Placement view:
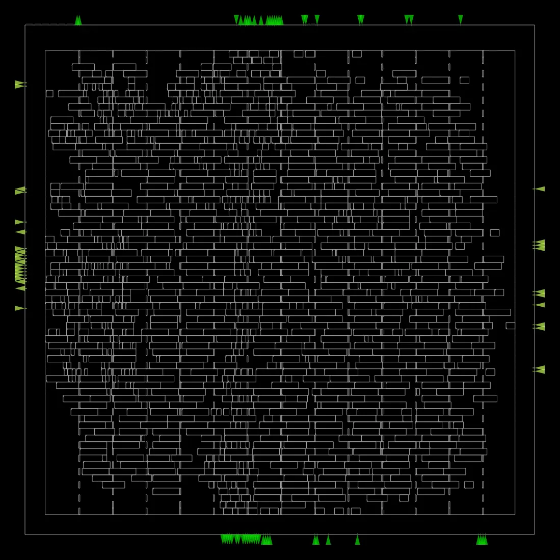
Cells colored by class:
Bar = 50 um. Fill, decap, tap and diode cells in gray.
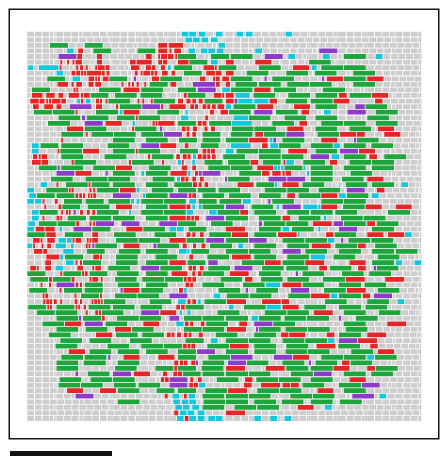
File: src/rtl/relu_out_buffer_pkg.sv
// Shared widths and FSM encoding for the ReLU output buffer.
// Used by the interface, the FIFO wrapper logic and the top.
package relu_out_buffer_pkg;

    localparam int WORD_W          = 32;
    localparam int FLAG_W          = 7;
    localparam int GROUPS_PER_WORD = 4;
    localparam int FLAG_BITS       = FLAG_W * GROUPS_PER_WORD;

    typedef enum logic [1:0] {
        ST_RUN   = 2'd0,
        ST_FLUSH = 2'd1,
        ST_DONE  = 2'd2
    } buf_state_t;

endpackage

File: src/rtl/relu_out_buffer_if.sv
// Write port towards the global output buffer (GB_OUT).
// The master drives the write strobe/data/select and the slave returns ready.
interface relu_out_buffer_if;
    import relu_out_buffer_pkg::*;

    logic              gb_wr_en;
    logic [WORD_W-1:0] gb_wr_data;
    logic              gb_wr_sel;
    logic              GB_OUT_ready;

    modport master (output gb_wr_en, output gb_wr_data, output gb_wr_sel, input GB_OUT_ready);
    modport slave  (input gb_wr_en, input gb_wr_data, input gb_wr_sel, output GB_OUT_ready);

endinterface

File: src/rtl/relu_out_buffer_fifo.sv
// Synchronous show-ahead FIFO (module sync_fifo), power-of-two depth.
// A push into a full FIFO is accepted when a pop happens in the same cycle.
module sync_fifo #(
    parameter int WIDTH = 32,
    parameter int DEPTH = 8
) (
    input  logic             clk,
    input  logic             rst_n,
    input  logic             push,
    input  logic [WIDTH-1:0] push_data,
    input  logic             pop,
    output logic [WIDTH-1:0] pop_data,
    output logic             full,
    output logic             empty
);

    localparam int AW = (DEPTH > 1) ? $clog2(DEPTH) : 1;
    localparam logic [AW:0] FULL_CNT = (AW + 1)'(DEPTH);

    logic [WIDTH-1:0] mem [DEPTH];
    logic [AW-1:0]    wr_ptr;
    logic [AW-1:0]    rd_ptr;
    logic [AW:0]      count;
    logic             do_push;
    logic             do_pop;

    assign full     = (count == FULL_CNT);
    assign empty    = (count == '0);
    assign do_pop   = pop & ~empty;
    assign do_push  = push & (~full | do_pop);
    assign pop_data = mem[rd_ptr];

    always_ff @(posedge clk) begin
        if (do_push) mem[wr_ptr] <= push_data;
    end

    always_ff @(posedge clk or negedge rst_n) begin
        if (!rst_n) begin
            wr_ptr <= '0;
            rd_ptr <= '0;
            count  <= '0;
        end else begin
            if (do_push) wr_ptr <= wr_ptr + 1'b1;
            if (do_pop)  rd_ptr <= rd_ptr + 1'b1;
            case ({do_push, do_pop})
                2'b10:   count <= count + 1'b1;
                2'b01:   count <= count - 1'b1;
                default: count <= count;
            endcase
        end
    end

endmodule

File: src/rtl/relu_out_buffer.sv
// Buffers packed ReLU data words and packed nonzero-flag words, drains them to GB_OUT.
// Optional RELU_OUT_BUF_STAT_EN adds per-type written-word counters.
module relu_out_buffer
    import relu_out_buffer_pkg::*;
#(
    parameter int DATA_DEPTH = 8,
    parameter int FLAG_DEPTH = 4
) (
    input  logic              clk,
    input  logic              rst_n,
    input  logic [WORD_W-1:0] data_in,
    input  logic              data_in_valid,
    input  logic [FLAG_W-1:0] flag_in,
    input  logic              flag_in_valid,
    input  logic              frame_end,
    relu_out_buffer_if.master gb,
    output logic              frame_done,
`ifdef RELU_OUT_BUF_STAT_EN
    output logic [15:0]       stat_data_cnt,
    output logic [15:0]       stat_flag_cnt,
`endif
    output logic              overflow
);

    buf_state_t           state;
    buf_state_t           state_next;
    logic [1:0]           grp_cnt;
    logic [1:0]           grp_next;
    logic [FLAG_BITS-1:0] flag_acc;
    logic [FLAG_BITS-1:0] acc_next;
    logic [FLAG_BITS-1:0] acc_merged;
    logic [FLAG_BITS-1:0] push_acc;
    logic                 flag_push;
    logic                 fe_live;
    logic [WORD_W-1:0]    data_rd;
    logic [WORD_W-1:0]    flag_rd;
    logic                 data_full;
    logic                 data_empty;
    logic                 flag_full;
    logic                 flag_empty;
    logic                 pop_data;
    logic                 pop_flag;

    sync_fifo #(.WIDTH(WORD_W), .DEPTH(DATA_DEPTH)) u_data_fifo (
        .clk(clk), .rst_n(rst_n),
        .push(data_in_valid), .push_data(data_in),
        .pop(pop_data), .pop_data(data_rd),
        .full(data_full), .empty(data_empty)
    );

    sync_fifo #(.WIDTH(WORD_W), .DEPTH(FLAG_DEPTH)) u_flag_fifo (
        .clk(clk), .rst_n(rst_n),
        .push(flag_push), .push_data({{(WORD_W-FLAG_BITS){1'b0}}, push_acc}),
        .pop(pop_flag), .pop_data(flag_rd),
        .full(flag_full), .empty(flag_empty)
    );

    // A same-cycle group is merged before a frame_end closes a partial word.
    always_comb begin
        acc_merged = flag_acc | (FLAG_BITS'(flag_in) << (FLAG_W * int'(grp_cnt)));
        fe_live    = frame_end & (state == ST_RUN);
        acc_next   = flag_acc;
        grp_next   = grp_cnt;
        flag_push  = 1'b0;
        push_acc   = '0;
        if (flag_in_valid) begin
            acc_next = acc_merged;
            grp_next = grp_cnt + 2'd1;
            if (grp_cnt == 2'd3) begin
                flag_push = 1'b1;
                push_acc  = acc_merged;
                acc_next  = '0;
                grp_next  = 2'd0;
            end
        end
        if (fe_live) begin
            if (!flag_push && (flag_in_valid || grp_cnt != 2'd0)) begin
                flag_push = 1'b1;
                push_acc  = acc_next;
            end
            acc_next = '0;
            grp_next = 2'd0;
        end
    end

    assign pop_flag   = gb.GB_OUT_ready & ~flag_empty;
    assign pop_data   = gb.GB_OUT_ready & flag_empty & ~data_empty;
    assign frame_done = (state == ST_DONE);

    always_comb begin
        state_next = state;
        case (state)
            ST_RUN:   if (frame_end) state_next = ST_FLUSH;
            ST_FLUSH: if (flag_empty && data_empty) state_next = ST_DONE;
            ST_DONE:  state_next = ST_RUN;
            default:  state_next = ST_RUN;
        endcase
    end

    always_ff @(posedge clk or negedge rst_n) begin
        if (!rst_n) begin
            state         <= ST_RUN;
            grp_cnt       <= 2'd0;
            flag_acc      <= '0;
            overflow      <= 1'b0;
            gb.gb_wr_en   <= 1'b0;
            gb.gb_wr_data <= '0;
            gb.gb_wr_sel  <= 1'b0;
        end else begin
            state    <= state_next;
            grp_cnt  <= grp_next;
            flag_acc <= acc_next;
            if ((data_in_valid && data_full && !pop_data) || (flag_push && flag_full && !pop_flag))
                overflow <= 1'b1;
            gb.gb_wr_en <= pop_flag | pop_data;
            if (pop_flag || pop_data) begin
                gb.gb_wr_data <= pop_flag ? flag_rd : data_rd;
                gb.gb_wr_sel  <= pop_flag;
            end
        end
    end

`ifdef RELU_OUT_BUF_STAT_EN
    always_ff @(posedge clk or negedge rst_n) begin
        if (!rst_n) begin
            stat_data_cnt <= 16'd0;
            stat_flag_cnt <= 16'd0;
        end else if (frame_done) begin
            stat_data_cnt <= 16'd0;
            stat_flag_cnt <= 16'd0;
        end else if (gb.gb_wr_en) begin
            if (gb.gb_wr_sel && stat_flag_cnt != 16'hFFFF)
                stat_flag_cnt <= stat_flag_cnt + 16'd1;
            if (!gb.gb_wr_sel && stat_data_cnt != 16'hFFFF)
                stat_data_cnt <= stat_data_cnt + 16'd1;
        end
    end
`endif

endmodule

File: src/flat_wrapper.sv
// flat-port wrapper written by rule: the top's interface ports become plain ports
module relu_out_buffer_flat import relu_out_buffer_pkg::*;
#(
    parameter int DATA_DEPTH = 8,
    parameter int FLAG_DEPTH = 4
)
  (clk, rst_n, data_in, data_in_valid, flag_in, flag_in_valid, frame_end, frame_done, overflow, gb_gb_wr_en, gb_gb_wr_data, gb_gb_wr_sel, gb_GB_OUT_ready);
  relu_out_buffer_if gb_i ();
  input  logic clk;
  input  logic rst_n;
  input  logic [WORD_W-1:0] data_in;
  input  logic data_in_valid;
  input  logic [FLAG_W-1:0] flag_in;
  input  logic flag_in_valid;
  input  logic frame_end;
  output logic frame_done;
  output logic overflow;
  output wire logic [$bits(gb_i.gb_wr_en)-1:0] gb_gb_wr_en;
  output wire logic [$bits(gb_i.gb_wr_data)-1:0] gb_gb_wr_data;
  output wire logic [$bits(gb_i.gb_wr_sel)-1:0] gb_gb_wr_sel;
  input wire logic [$bits(gb_i.GB_OUT_ready)-1:0] gb_GB_OUT_ready;
  assign gb_gb_wr_en = gb_i.gb_wr_en;
  assign gb_gb_wr_data = gb_i.gb_wr_data;
  assign gb_gb_wr_sel = gb_i.gb_wr_sel;
  assign gb_i.GB_OUT_ready = gb_GB_OUT_ready;
  relu_out_buffer #(.DATA_DEPTH(DATA_DEPTH), .FLAG_DEPTH(FLAG_DEPTH)) u_core (.clk(clk), .rst_n(rst_n), .data_in(data_in), .data_in_valid(data_in_valid), .flag_in(flag_in), .flag_in_valid(flag_in_valid), .frame_end(frame_end), .gb(gb_i), .frame_done(frame_done), .overflow(overflow));
endmodule
File: config.mk
export PLATFORM = sky130hd
export DESIGN_NAME = relu_out_buffer_flat
export DESIGN_NICKNAME = d
export VERILOG_FILES = /design/src/rtl/relu_out_buffer_pkg.sv /design/src/rtl/relu_out_buffer_if.sv /design/src/rtl/relu_out_buffer_fifo.sv /design/src/rtl/relu_out_buffer.sv /design/src/flat_wrapper.sv
export SDC_FILE = /design/constraint.sdc
export NUM_CORES = 1
export LEC_CHECK = 0
export ABC_CLOCK_PERIOD_IN_PS = 7700
export CAP_MARGIN = 25
export CORE_MARGIN = 8
export CORE_UTILIZATION = 50
export CTS_CLUSTER_SIZE = 28
export DETAILED_ROUTE_END_ITERATION = 10
export GPL_TIMING_DRIVEN = 0
export MAX_ROUTING_LAYER = met4
export PLACE_DENSITY = 0.68
export SKIP_CTS_REPAIR_TIMING = 1
export SLEW_MARGIN = 10
export SYNTH_ARGS = -nofsm -noshare
export SYNTH_HDL_FRONTEND = slang
export SYNTH_HIERARCHICAL = 1
export SYNTH_SLANG_ARGS = --single-unit
File: constraint.sdc
create_clock -name clk -period 7.7 [get_ports clk]
set_input_delay 1.54 -clock clk [delete_from_list [all_inputs] [get_ports clk]]
set_output_delay 1.54 -clock clk [all_outputs]
set_load 0.01 [all_outputs]
==> run_results.csv <==
group,metric,value,unit
outcome,status,"finished clean",
clock_network,cts_made_buffers,47,
final_timing,fin_skew,14.8,ps
pwr,finalPower,8.48,mW
synthesis,synth-edff-count,384,
route,vias,9331,
cells_and_area,final-comb-area,0.00462,mm^2
synthesis,ys_seq_share,73.2,%
synthesis,yosysTopAreaCell,"edfxtp_1",
clock_network,clockRootBuffer,"clkbuf_16",
global_routing,grt_max_degree,51,
final_timing,tightest_slew,889,ps
route,drt_first_pass_iters,5,
global_routing,grt_usage,18.0,%
cells_and_area,layout-drive-gt1-share,22.7,%
synthesis,ys_cells,968,
setup_path,crit_path_max_incr_delay,460,ps
route,wl,38300,um
setup_path,crit_chain,"or3_1, buf_2, nor2_1, inv_1, and3_1, nand2b_1, o21a_2, nand2_1, nor3_2, buf_6, buf_6, buf_6, buf_4",
cells_and_area,syn_to_final_growth,17.6,%
synthesis,syn_area,0.0186,mm^2
placement,place_ws,3340,ps
final_timing,rsz0062_at_grt,"no",
route,viasPerCell,5.71,
placement,portBuffers,78,
final_timing,max_freq,256,MHz
-- 'placement view' (at the start) --
Layout Cells excl Fill: 1,635
seq_cells: 468
TAP cells: 468
Core Area: 0.0367 mm^2

-- 'cells colored by class' (at the start) --
- red: remaining logic cells (cells 458; share of their area 22%)
- cyan: remaining buffers and delay cells (cells 151; share of their area 6.8%)
- purple: clock drivers and dummy loads (cells 87; share of their area 7.2%)
- green: registers (cells 468; share of their area 64%)
Rows: 70
Util after Layout: 59.7%
Design Area, Final: 0.0219 mm^2
flop share of the area: 62.2%

metal layers:
metal / wire, um / GRT usage [%] / vias to the layer above
met5: 0 / - / -
met4: 956 / 5.22 / 0
met3: 2220 / 3.74 / 62
met2: 18800 / 29.1 / 271
met1: 16400 / 23.1 / 4800
li1: - / - / 4198
sequential cells by signal, indices dropped and copies added (netlist names):
signal	flops
u_core/u_flag_fifo/rd_ptr	2
u_core/overflow	1
u_core/u_flag_fifo/wr_ptr	2
u_core/gb.gb_wr_data	32
u_core/u_data_fifo/wr_ptr	3
u_core/grp_cnt	2
u_core/gb.gb_wr_en	1
u_core/gb.gb_wr_sel	1
u_core/state	2
u_core/u_flag_fifo/mem	128
u_core/u_data_fifo/rd_ptr	3
u_core/flag_acc	28
u_core/u_flag_fifo/count	3
u_core/u_data_fifo/count	4
u_core/u_data_fifo/mem	256
final timing paths:
kind,from,to,slack (ps),cells past startpoint
max in group asynchronous,rst_n,u_core/gb.gb_wr_data[10]$_DFFE_PN0P_,6120,2
min,u_core/overflow$_DFFE_PN0P_,u_core/overflow$_DFFE_PN0P_,480,2
min in group asynchronous,rst_n,u_core/u_flag_fifo/wr_ptr[1]$_DFFE_PN0P_,940,1
max reg2reg,u_core/u_data_fifo/count[0]$_DFFE_PN0P_,u_core/u_data_fifo/mem[1][9]$_DFFE_PP_,3790,13
max,u_core/u_data_fifo/count[0]$_DFFE_PN0P_,u_core/u_data_fifo/mem[1][9]$_DFFE_PP_,3790,13
min reg2reg,u_core/overflow$_DFFE_PN0P_,u_core/overflow$_DFFE_PN0P_,480,2
metrics by stage:
step | cell area [um^2] | utilization, %
floorplan | 18700 | -
CTS | 21900 | 59.7
global placement | 20100 | 54.6
finish | 21900 | 59.7
detailed placement | 20400 | 55.5
global route | 21900 | 59.7
cell usage in the layout (no fill, tap or decap), types with 23 or more instances in the layout:
cell type,Yosys,routed
nor2_1,73,67
mux4_2,68,68
clkbuf_1,11,24
dfrtp_1,84,84
buf_2,23,23
o22ai_1,64,64
mux4_1,28,28
a21oi_1,54,54
edfxtp_1,384,384
clkdlybuf4s50_1,0,77
clkbuf_16,0,50
mux2_2,33,33
cells in the mapped netlist (all sizes together) (3+ instances only):
library cell	n
a21oi	61
and2	4
and3	3
buf	46
clkbuf	11
dfrtp	84
edfxtp	384
ha	10
inv	19
mux2	37
mux2i	3
mux4	96
nand2	9
nand2b	8
nand3	4
nor2	73
nor2b	3
o21ai	3
o22ai	65
or3	3
xnor2	8
xor2	5
logic make-up after synthesis:
logic type	Yosys count	share of synthesized area, %
AND-OR/OR-AND	143	4.89
AND/OR/NAND/NOR	119	3.17
XOR/XNOR	13	0.611
buffers and inverters	76	2.62
flip-flops	468	73.2
other	1	0.0201
multiplexers	136	14.6
adder cells (fa/ha/maj)	12	0.887
power breakdown:
| group | internal, mW | switching [mW] | total, mW |
|---|---|---|---|
| Sequential | 3.28 | 0.235 | 3.52 |
| Combinational | 1.28 | 1.43 | 2.71 |
| Clock | 1.35 | 0.900 | 2.25 |
Power figures rest on the tool's default switching activity, not on a simulated workload.
